File: src/rtl/iterative_shifter_pkg.sv
// Shared types and default sizing for the iterative shift unit.
package shifter_pkg;

  localparam int DEFAULT_WIDTH   = 32;
  localparam int DEFAULT_SHAMT_W = 5;

  typedef enum logic [1:0] {
    OP_SLL  = 2'b00,
    OP_SRL  = 2'b01,
    OP_SRA  = 2'b10,
    OP_RSVD = 2'b11
  } shift_op_t;

  typedef enum logic [1:0] {
    S_IDLE  = 2'b00,
    S_SHIFT = 2'b01,
    S_DONE  = 2'b10
  } shift_state_t;

endpackage

File: src/rtl/iterative_shifter_shift_step.sv
// Combinational one-bit shift of a WIDTH vector; reserved op passes the value through.
module shift_step
  import shifter_pkg::*;
#(
  parameter int WIDTH = DEFAULT_WIDTH
) (
  input  logic [1:0]       op,
  input  logic [WIDTH-1:0] d,
  output logic [WIDTH-1:0] q
);

  always_comb begin
    q = d;
    case (shift_op_t'(op))
      OP_SLL:  q = {d[WIDTH-2:0], 1'b0};
      OP_SRL:  q = {1'b0, d[WIDTH-1:1]};
      OP_SRA:  q = {d[WIDTH-1], d[WIDTH-1:1]};
      default: q = d;
    endcase
  end

endmodule

File: src/rtl/iterative_shifter.sv
// Multicycle SLL/SRL/SRA unit, one bit per clock; FAST_SHIFT_EN swaps in a single-cycle barrel shift.
// Latency: done in the (1+shamt)th cycle after the start edge (always 1 with FAST_SHIFT_EN, shamt=0 or op=11).
// Backpressure: none; start is ignored while busy, including the done cycle.
module iterative_shifter
  import shifter_pkg::*;
#(
  parameter int WIDTH   = DEFAULT_WIDTH,
  parameter int SHAMT_W = DEFAULT_SHAMT_W
) (
  input  logic               clk,
  input  logic               reset,
  input  logic               start,
  input  logic [1:0]         op,
  input  logic [SHAMT_W-1:0] shamt,
  input  logic [WIDTH-1:0]   data_in,
  output logic [WIDTH-1:0]   data_out,
  output logic               busy,
  output logic               done
);

  shift_state_t       state, state_nxt;
  logic [WIDTH-1:0]   work;
  logic [WIDTH-1:0]   step_q;
  logic [SHAMT_W-1:0] cnt;
  logic [1:0]         op_q;
  logic               direct;
  logic [WIDTH-1:0]   direct_res;
  logic               last_step;

  assign last_step = (cnt == SHAMT_W'(1));

`ifdef FAST_SHIFT_EN
  // Whole shift resolved at capture, so every request goes straight to DONE.
  always_comb begin
    direct     = 1'b1;
    direct_res = data_in;
    case (shift_op_t'(op))
      OP_SLL:  direct_res = data_in << shamt;
      OP_SRL:  direct_res = data_in >> shamt;
      OP_SRA:  direct_res = WIDTH'($signed(data_in) >>> shamt);
      default: direct_res = data_in;
    endcase
  end
`else
  always_comb begin
    direct     = (shamt == '0) || (shift_op_t'(op) == OP_RSVD);
    direct_res = data_in;
  end
`endif

  shift_step #(.WIDTH(WIDTH)) u_step (
    .op (op_q),
    .d  (work),
    .q  (step_q)
  );

  always_ff @(posedge clk) begin
    if (reset) state <= S_IDLE;
    else       state <= state_nxt;
  end

  always_comb begin
    state_nxt = state;
    case (state)
      S_IDLE:  if (start) state_nxt = direct ? S_DONE : S_SHIFT;
      S_SHIFT: if (last_step) state_nxt = S_DONE;
      S_DONE:  state_nxt = S_IDLE;
      default: state_nxt = S_IDLE;
    endcase
  end

  always_comb begin
    busy = (state != S_IDLE);
    done = (state == S_DONE);
  end

  // data_out is loaded on the edge entering DONE so it is valid alongside the done pulse.
  always_ff @(posedge clk) begin
    if (reset) begin
      work     <= '0;
      cnt      <= '0;
      op_q     <= 2'b00;
      data_out <= '0;
    end else begin
      case (state)
        S_IDLE: begin
          if (start) begin
            work <= data_in;
            op_q <= op;
            cnt  <= shamt;
            if (direct) data_out <= direct_res;
          end
        end
        S_SHIFT: begin
          work <= step_q;
          cnt  <= cnt - SHAMT_W'(1);
          if (last_step) data_out <= step_q;
        end
        default: ;
      endcase
    end
  end

endmodule

File: config.mk
export PLATFORM = sky130hd
export DESIGN_NAME = iterative_shifter
export DESIGN_NICKNAME = d
export VERILOG_FILES = /design/src/rtl/iterative_shifter_pkg.sv /design/src/rtl/iterative_shifter_shift_step.sv /design/src/rtl/iterative_shifter.sv
export SDC_FILE = /design/constraint.sdc
export NUM_CORES = 1
export LEC_CHECK = 0
export CAP_MARGIN = 20
export CORE_ASPECT_RATIO = 1.25
export CORE_UTILIZATION = 45
export CTS_CLUSTER_SIZE = 30
export DETAILED_ROUTE_END_ITERATION = 10
export PLACE_DENSITY_LB_ADDON = 0.1
export SLEW_MARGIN = 20
export SYNTH_ARGS = -nofsm -noshare
export SYNTH_HDL_FRONTEND = slang
export SYNTH_SLANG_ARGS = --single-unit
File: constraint.sdc
create_clock -name clk -period 3.8 [get_ports clk]
set_input_delay 0.95 -clock clk [delete_from_list [all_inputs] [get_ports clk]]
set_output_delay 0.95 -clock clk [all_outputs]
set_load 0.03 [all_outputs]
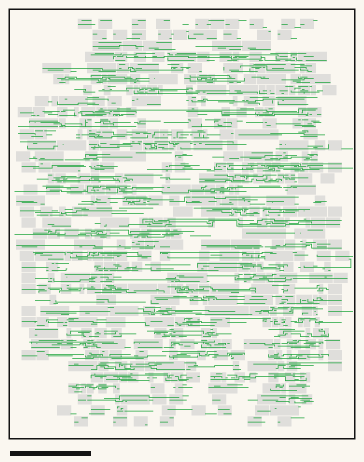
**Above:** run 1 (M1 wires).
Bar = 20 um. Cells faint in the background.
main direction = horizontal
wire length on this layer = 4,420 um
longest straight run = 41.4 um
share of all routed wire = 46%

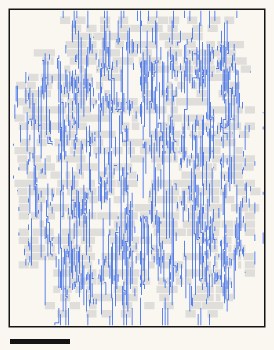
**Above:** run 1 (metal 2).
Bar = 20 um. Cells faint in the background.
longest straight run = 51.7 um
share of all routed wire = 48%
main direction = vertical
nets with wire on the layer = 446
via count: 3,496
overall routed net length: 9670 um
grt met2 use: 35.1%

==> impl_metrics.toml, run 1 <==
# implementation run metrics
[hold_path]
hold-path-endpoint = "data_out[25]"
timing.hold.worst.class = "reg2reg"

[grt]
grt_antenna_before_repair = 0
grt_pass1_vias = 3195
track_usage_pct = 21.8
first_pass_grt_wire_length_um = 15700
grt_max_degree = 61
grt.overflow.total = 0

[critical_path]
crit_path_top_delay_cell = "clkdlybuf4s50_1"
critPathCapture = "done"
timing.critical_path.from = "state[1]"
critical_path_arrival_ns = 1.90
path_max_fanout = 9
cp-end-kind = "output pin"
r2r-start = "state[0]"
regToRegSetupSlack_ns = 1.20

[finish]
non_clock_buffer_area_share_pct = 17.0
n_all_inverters = 8
insertedDiodeCount = 0
clock_area_share_pct = 5.42
nMultiInputCombCells = 309
multiInputGateArea_um2 = 2180
layout.area.top_class = "multi-input combinational cells"
final-seq-area_um2 = 1460
final_nets = 531
seq_area_share_pct = 29.9
n_all_buffers = 86

[clock_tree]
cts.path.max_buffers = 2
ctsRootBufferMaster = "clkbuf_8"
ctsResizeCount = 0
clkSinkCount = 73
clkSlewWorstSetupHoldPaths_ns = 0.08
cts_inserted_buffers = 9
clock_tree_from_tritoncts = "done"
cts_setup_buffers = 0

[logic_synthesis]
edf_count = 0
postSynthAreaPerCell_um2 = 8.89
top_logic_kind = "AND-OR/OR-AND gates"
synth-cells-yosys = 433
synth_cell_type_count = 40
synth-adder-area-share_pct = 0.650
post_synth_mux_area_share_pct = 8.35
postSynth.asyncResetShare_pct = 0
post_synthesis_net_count = 477
synth_flops = 73
synthMostInstantiatedCell = "dfxtp_1"
dominant_cell_type_by_area_after_synthesis = "dfxtp_1"

[detailed_routing]
route.detailed.vias_per_inst = 5.95
antenna_left = 0
initial_drt_markers = 174

[power]
switching_share_pct = 30.4
worst_ir_drop_vdd_mv = 0.306
comb_power_share_pct = 24.9
seqPwrFrac_pct = 40.4
power_density_cells_nw_per_um2 = 477

[status]
run_status = "finished clean"

[floorplan]
rows = 37
coreArea_um2 = 8290
fp_util_pct = 46.5
die_width_um = 84.7

[sta]
final_sum_of_negative_setup_slack_ns = 0
period_needed_ns = 2.85
unrepaired_setup_endpoints_after_global_routing = "false"
fin_worst_skew_ns = 0.0111

[placed_design]
io_buffer_count = 75
hpwl_um = 6120
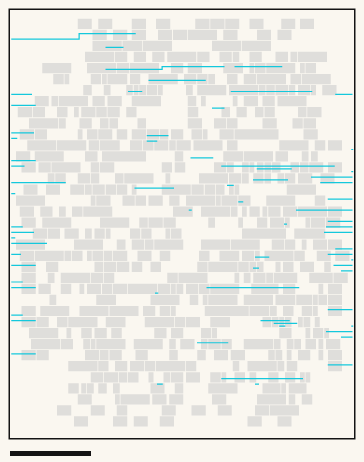
**Above:** run 1 (metal 3).
Bar = 20 um. Cells faint in the background.
main direction = horizontal
longest straight run = 27.6 um
met3 track utilization from global routing: 4.62%

## run 1: worst max-delay path, delay by kind of cell (launching register included)
family | cells | cell delay [ns]
AND/OR/NAND/NOR | 1 | 0.11
buffers and inverters | 2 | 0.85
flip-flops | 1 | 0.60
## run 1: per-layer routing
metal  vias to the layer above  track usage, %  routed length, um
met1                      1645            28.7               4420
met2                        93            35.1               4680
met5                         -               0                  0
met4                         0            7.75                127
met3                        10            4.62                439
li1                       1748               -                  -
## run 1: power by group through the flow
stage	registers, W	clock network (W)	logic, W
6_report	0.000943	0.000810	0.000581
5_1_grt	0.000957	0.000858	0.000637
4_1_cts	0.000941	0.000824	0.000585
3_5_place_dp	0.000958	0	0.000582
3_3_place_gp	0.000957	0	0.000573
2_1_floorplan	0.000989	0	0.000349
## run 1: stage by stage
stage          setup slack (ns)  cells  power [W]  util [%]  hold slack [ns]
3_5_place_dp              0.798    573    0.00154      55.8            0.446
5_1_grt                   0.803    588    0.00245      59.0            0.487
2_1_floorplan              1.50    433    0.00134         -            0.460
4_1_cts                   0.923    588    0.00235      59.0            0.472
3_3_place_gp              0.835    573    0.00153      55.8            0.446
6_report                  0.946    588    0.00233      59.0            0.470
## run 1: layout by cell type (no fill, tap or decap), drive strengths merged, types with 2 or more instances in the layout
cell type       n
a21boi         28
a32oi          27
o22ai           2
inv             8
nor2           43
a311oi          2
a21oi          12
clkdlybuf4s50  75
nor3            2
nand2           6
nand2b         28
bufinv          4
mux2i          31
buf            11
o211ai          2
nand3           8
clkbuf         10
o21ai          36
ha              2
o31ai           2
a211oi         35
dfxtp          73
o2bb2ai        29
## run 1: flip-flops by register name, indices dropped and copies added (netlist names)
register	flops
op_q	2
work	32
cnt	5
data_out	32
state	2
==> inputs of run 2 (changes only) <==
==> constraint.sdc (replaced) <==
create_clock -name clk -period 2.9 [get_ports clk]
set_input_delay 0.725 -clock clk [delete_from_list [all_inputs] [get_ports clk]]
set_output_delay 0.725 -clock clk [all_outputs]
set_load 0.03 [all_outputs]
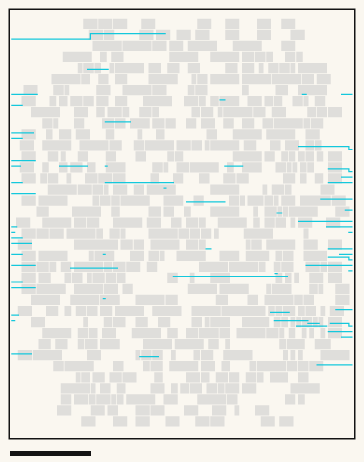
**Above:** run 2 (metal 3).
Bar = 20 um. Cells faint in the background.
longest straight run = 28.1 um
share of all routed wire = 3.5%
nets with wire on the layer = 52
wire length on this layer = 340 um
met3 track utilization from global routing: 3.29%
via count: 3,490
overall routed net length: 9640 um

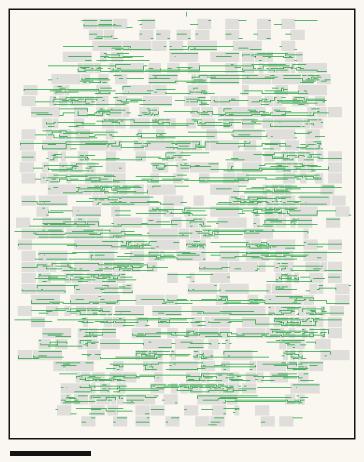
**Above:** run 2 (M1 wires).
Bar = 20 um. Cells faint in the background.
longest straight run = 31.7 um
nets with wire on the layer = 471
main direction = horizontal

==> run 2 against run 1 <==
The flow now finishes with violations (design-rule violations). Wire length down 0.31%. Sequential power increased by 31%. Sequential share of layout area decreased by 0.24 points. Cell area is 0.79% higher. Synthesized cell count unchanged. Cell count is 1.0% higher. Non-clock buffer count is 5 higher. Die area unchanged. Critical endpoint unchanged. Combinational power up 35%. Power increased by 25%. Register-to-register slack worse by 0.32 ns. Clock power rose by 12%.
==> impl_metrics.toml, run 2 <==
# implementation run metrics
[status]
run_status = "complete, but fails checks"
failing_checks = "design-rule violations"

[grt]
grt_antenna_before_repair = 0
first_pass_grt_wire_length_um = 16100
track_usage_pct = 22.4
grt_max_degree = 65

[clock_tree]
ctsRootBufferMaster = "clkbuf_8"
clock_tree_from_tritoncts = "done"
hold_bufs_inserted_after_cts = 0
cts_setup_buffers = 0
ctsResizeCount = 0
cts_inserted_buffers = 9
cts.path.max_buffers = 2
clkSlewWorstSetupHoldPaths_ns = 0.07
cts.htree.levels = 3
clkSinkCount = 73

[placed_design]
io_buffer_count = 75
hpwl_um = 6480

[hold_path]
hold-path-endpoint = "data_out[25]"
timing.hold.worst.class = "reg2reg"

[critical_path]
timing.critical_path.from = "state[1]"
critPathCapture = "done"
path_max_fanout = 9
regToRegSetupSlack_ns = 0.88
r2r-start = "state[0]"
cp-end-kind = "output pin"
critical_path_arrival_ns = 1.92

[sta]
unrepaired_setup_endpoints_after_global_routing = "false"
fin_worst_skew_ns = 0.0105
final_sum_of_negative_setup_slack_ns = 0
period_needed_ns = 2.65
relSlewSlack_pct = 58.5

[flow_run]
drv_cap = 0

[finish]
reg_top3 = "data_out: 32 flops, work: 32 flops, cnt: 5 flops"
syn2layout_area_growth_pct = 28.1
fraction_of_final_layout_cells_sized_beyond_drive_strength_1_pct = 8.45
final_nets = 536
mostFrequentLayoutCells = "75 x clkdlybuf4s50_1, 72 x dfxtp_1, 42 x nor2_1"
insertedDiodeCount = 0
final_layout_top_logic_cell = "clkdlybuf4s50_1"

[power]
power_density_cells_nw_per_um2 = 594
worst_ir_drop_vdd_mv = 0.312

[logic_synthesis]
synth_flops = 73
post_synthesis_net_count = 477
synthMostInstantiatedCell = "dfxtp_1"
synth-cells-yosys = 433
edf_count = 0
postSynth.asyncResetShare_pct = 0
ys_warn_count = 0
dominant_cell_type_by_area_after_synthesis = "dfxtp_1"
synth-area-yosys_um2 = 3850
postSynthAreaPerCell_um2 = 8.89

[floorplan]
coreArea_um2 = 8290
rows = 37
fp_util_pct = 46.5

[detailed_routing]
drt_drc_violations_left = 4
route.detailed.vias_per_inst = 5.88
initial_drt_markers = 179
==> run 2: logic make-up (layout without fill, tap and decap cells) <==
kind of cell,after synthesis,after routing,synth area share [%]
AND-OR/OR-AND,181,181,34.8
XOR/XNOR,1,1,0.228
adder cells (fa/ha/maj),2,2,0.650
buffers and inverters,51,115,5.98
flip-flops,73,73,38.0
multiplexers,32,32,8.35
AND/OR/NAND/NOR,93,93,12.0
==> run 2: area by class of cell <==
cell class                      instances  area, um^2
Multi-Input combinational cell        309        2180
Clock buffer                           11         151
Sequential cell                        73        1460
Timing Repair Buffer                   91         908
Inverter                                8        30.0
Fill cell                             758        3360
Tap cell                               97         121
Clock inverter                          5        77.6
==> run 2: worst max-delay path: stages, from the launching register on <==
cell	delay [ns]
dfxtp_1	0.61
inv_1	0.18
nor2_1	0.13
clkdlybuf4s50_1	0.67
==> run 2: stage by stage <==
step	cells	power [W]	hold slack, ns	utilization (%)	setup slack, ns
floorplan	433	0.00175	0.460	-	0.827
global placement	578	0.00203	0.448	56.7	0.337
detailed placement	578	0.00204	0.448	56.7	0.293
CTS	594	0.00295	0.472	59.5	0.248
global route	594	0.00309	0.487	59.5	0.136
finish	594	0.00293	0.469	59.5	0.252
==> run 2: routing by layer <==
metal	vias up	track usage, %	share of wire (%)
li1	1768	-	-
met1	1636	30.2	48
met2	72	36.0	47
met3	14	3.29	3.5
met4	0	9.20	1.4
met5	-	0	0
==> run 2: where the power goes <==
group	total (W)	leakage, nW	internal (W)	switching, W
clock network	0.000906	0.115	0.000529	0.000377
registers	0.00124	0.602	0.00112	0.000122
logic	0.000784	0.946	0.000354	0.000430
==> inputs of run 3 (changes only) <==
--- a/config.mk
+++ b/config.mk
@@ -5,7 +5,6 @@
 export SDC_FILE = /design/constraint.sdc
 export NUM_CORES = 1
 export LEC_CHECK = 0
-export CAP_MARGIN = 20
 export CORE_ASPECT_RATIO = 1.25
 export CORE_UTILIZATION = 45
 export CTS_CLUSTER_SIZE = 30
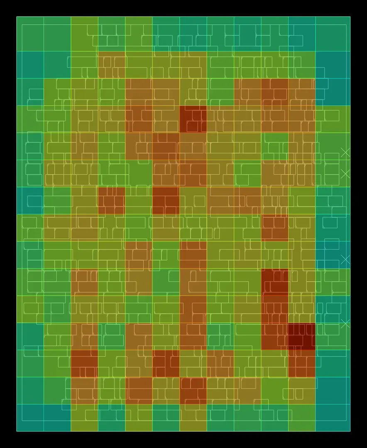
**Above:** run 3 (routing congestion).
end-of-flow core utilization: 59.5%
mean routed wirelength per cell: 16.2 um
grt met2 use: 36.0%
GRT Max-Usage Layer: met2
GR Util All Layers: 22.4%

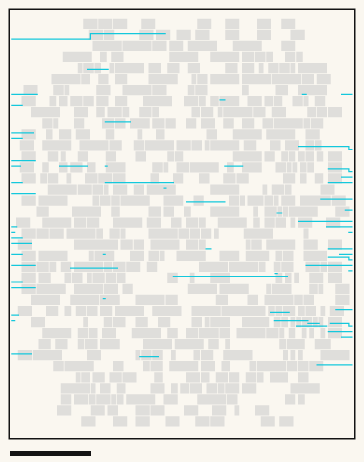
**Above:** run 3 (metal 3).
Bar = 20 um. Cells faint in the background.
share of all routed wire = 3.5%
wire length on this layer = 340 um
nets with wire on the layer = 52
main direction = horizontal

==> run 3 against run 2 <==
Critical path depth unchanged. Cell area is the same. Sequential share of layout area did not move. The run still ends with design-rule violations left. Global-route usage did not move. Non-clock buffer count did not move. Utilization did not move. Synthesized cell count unchanged. Power is the same. Fmax is the same. Highest routed layer unchanged. Clock power hardly changed. Clock skew did not move. First-iteration DRC count stayed put.
==> impl_metrics.toml, run 3 <==
# implementation run metrics
[clock_tree]
cts.path.max_buffers = 2
clkSlewWorstSetupHoldPaths_ns = 0.07
clock_tree_from_tritoncts = "done"
hold_bufs_inserted_after_cts = 0
cts.htree.levels = 3
clkSinkCount = 73
ctsRootBufferMaster = "clkbuf_8"
cts_setup_buffers = 0
cts_inserted_buffers = 9
ctsResizeCount = 0

[grt]
grt_antenna_before_repair = 0
grt_pass1_vias = 3294
first_pass_grt_wire_length_um = 16100
grt_max_degree = 65

[sta]
tightest_slew_ns = 0.623
final_sum_of_negative_setup_slack_ns = 0
timing_max_transition_violations_final = 0
period_needed_ns = 2.65
relSlewSlack_pct = 58.5
unrepaired_setup_endpoints_after_global_routing = "false"
timing.hold.ws_ns = 0.469
fin_worst_skew_ns = 0.0105
report.final.hold_viol_count = 0
post-route-worst-setup-slack_ns = 0.252

[finish]
layoutNonFillerInstCount = 594
reg_top3 = "data_out: 32 flops, work: 32 flops, cnt: 5 flops"
fraction_of_final_layout_cells_sized_beyond_drive_strength_1_pct = 8.45
mostFrequentLayoutCells = "75 x clkdlybuf4s50_1, 72 x dfxtp_1, 42 x nor2_1"
final_nets = 536
final_area_um2 = 4930
final_layout_top_logic_cell = "clkdlybuf4s50_1"
fill_cells = 758
insertedDiodeCount = 0
syn2layout_area_growth_pct = 28.1

[critical_path]
critical_path_arrival_ns = 1.92
regToRegSetupSlack_ns = 0.88
crit_required_ns = 2.17
path_max_fanout = 9
timing.setup.critical_path_class = "reg2out"
r2r-start = "state[0]"
critPathCapture = "done"
cp-end-kind = "output pin"
timing.critical_path.from = "state[1]"

[flow_run]
drv_cap = 0

[logic_synthesis]
ys_warn_count = 0
dominant_cell_type_by_area_after_synthesis = "dfxtp_1"
synth-cells-yosys = 433
synthMostInstantiatedCell = "dfxtp_1"
synth_cell_type_count = 40
synth-area-yosys_um2 = 3850
synthesis.instances = 433
synth_flops = 73
post_synthesis_net_count = 477
post_syn_area_um2 = 3850
edf_count = 0
postSynth.asyncResetShare_pct = 0
postSynthAreaPerCell_um2 = 8.89

[power]
worst_ir_drop_vdd_mv = 0.312
totalPowerFinal_w = 0.00293
power_density_cells_nw_per_um2 = 594
static-leakage-power_nw = 1.66

[status]
failing_checks = "design-rule violations"
run_status = "complete, but fails checks"

[floorplan]
rows = 37
coreArea_um2 = 8290
fp_util_pct = 46.5
die_y_um = 105

[detailed_routing]
first_drt_pass_iteration_count = 10
routed-via-count = 3490
route.detailed.vias_per_inst = 5.88
initial_drt_markers = 179
antenna_left = 0
drt_drc_violations_left = 4
overall_routed_net_length_um = 9640

[placed_design]
gp_congestion = 0.822
hpwl_um = 6480
placed_cell_count = 578
dpl_worst_slack_ns = 0.293
io_buffer_count = 75
placed_cell_area_um2 = 4700

[hold_path]
timing.hold.worst.class = "reg2reg"
[run 3: cell counts after synthesis]
No cell type changed its count.
[run 3: worst max-delay path, stage by stage, from the launching register on]
cell and delay, ns:
dfxtp_1 0.61, inv_1 0.18, nor2_1 0.13, clkdlybuf4s50_1 0.67
[run 3: logic make-up (layout without fill, tap and decap cells)]
kind of cell	Yosys count	count (layout)	share of synthesized area (%)
simple gates	93	93	12.0
flops	73	73	38.0
fa+ha+maj	2	2	0.650
compound gates	181	181	34.8
mux	32	32	8.35
xor+xnor	1	1	0.228
buf+inv	51	115	5.98
[run 3: report_power, final]
part,switching (W),internal (W)
clock,0.000377,0.000529
sequential,0.000122,0.00112
combinational,0.000430,0.000354
[run 3: per-layer routing]
layer	routed length, um	share of wire (%)	vias up	global-route usage, %
met4	133	1.4	0	9.20
met1	4660	48	1636	30.2
met3	340	3.5	14	3.29
met5	0	0	-	0
li1	-	-	1768	-
met2	4510	47	72	36.0
[run 3: how the worst min path moves through the flow]
stage | endpoint | slack, ns | depth (start not counted)
final | data_out[25] | 0.47 | 1
after global placement | data_out[8] | 0.45 | 1
after global routing | data_out[25] | 0.49 | 1
after CTS | data_out[31] | 0.47 | 2
after detailed placement | data_out[14] | 0.45 | 1
after floorplan | work[31] | 0.46 | 2
[run 3: final cells by class]
cell class                      instances  area (um^2)  share of cell area [%]
Inverter                                8         30.0                   0.609
Tap cell                               97          121                    2.46
Clock inverter                          5         77.6                    1.57
Timing Repair Buffer                   91          908                    18.4
Sequential cell                        73         1460                    29.7
Clock buffer                           11          151                    3.07
Multi-Input combinational cell        309         2180                    44.2
Power is estimated from default activity; no workload was simulated.
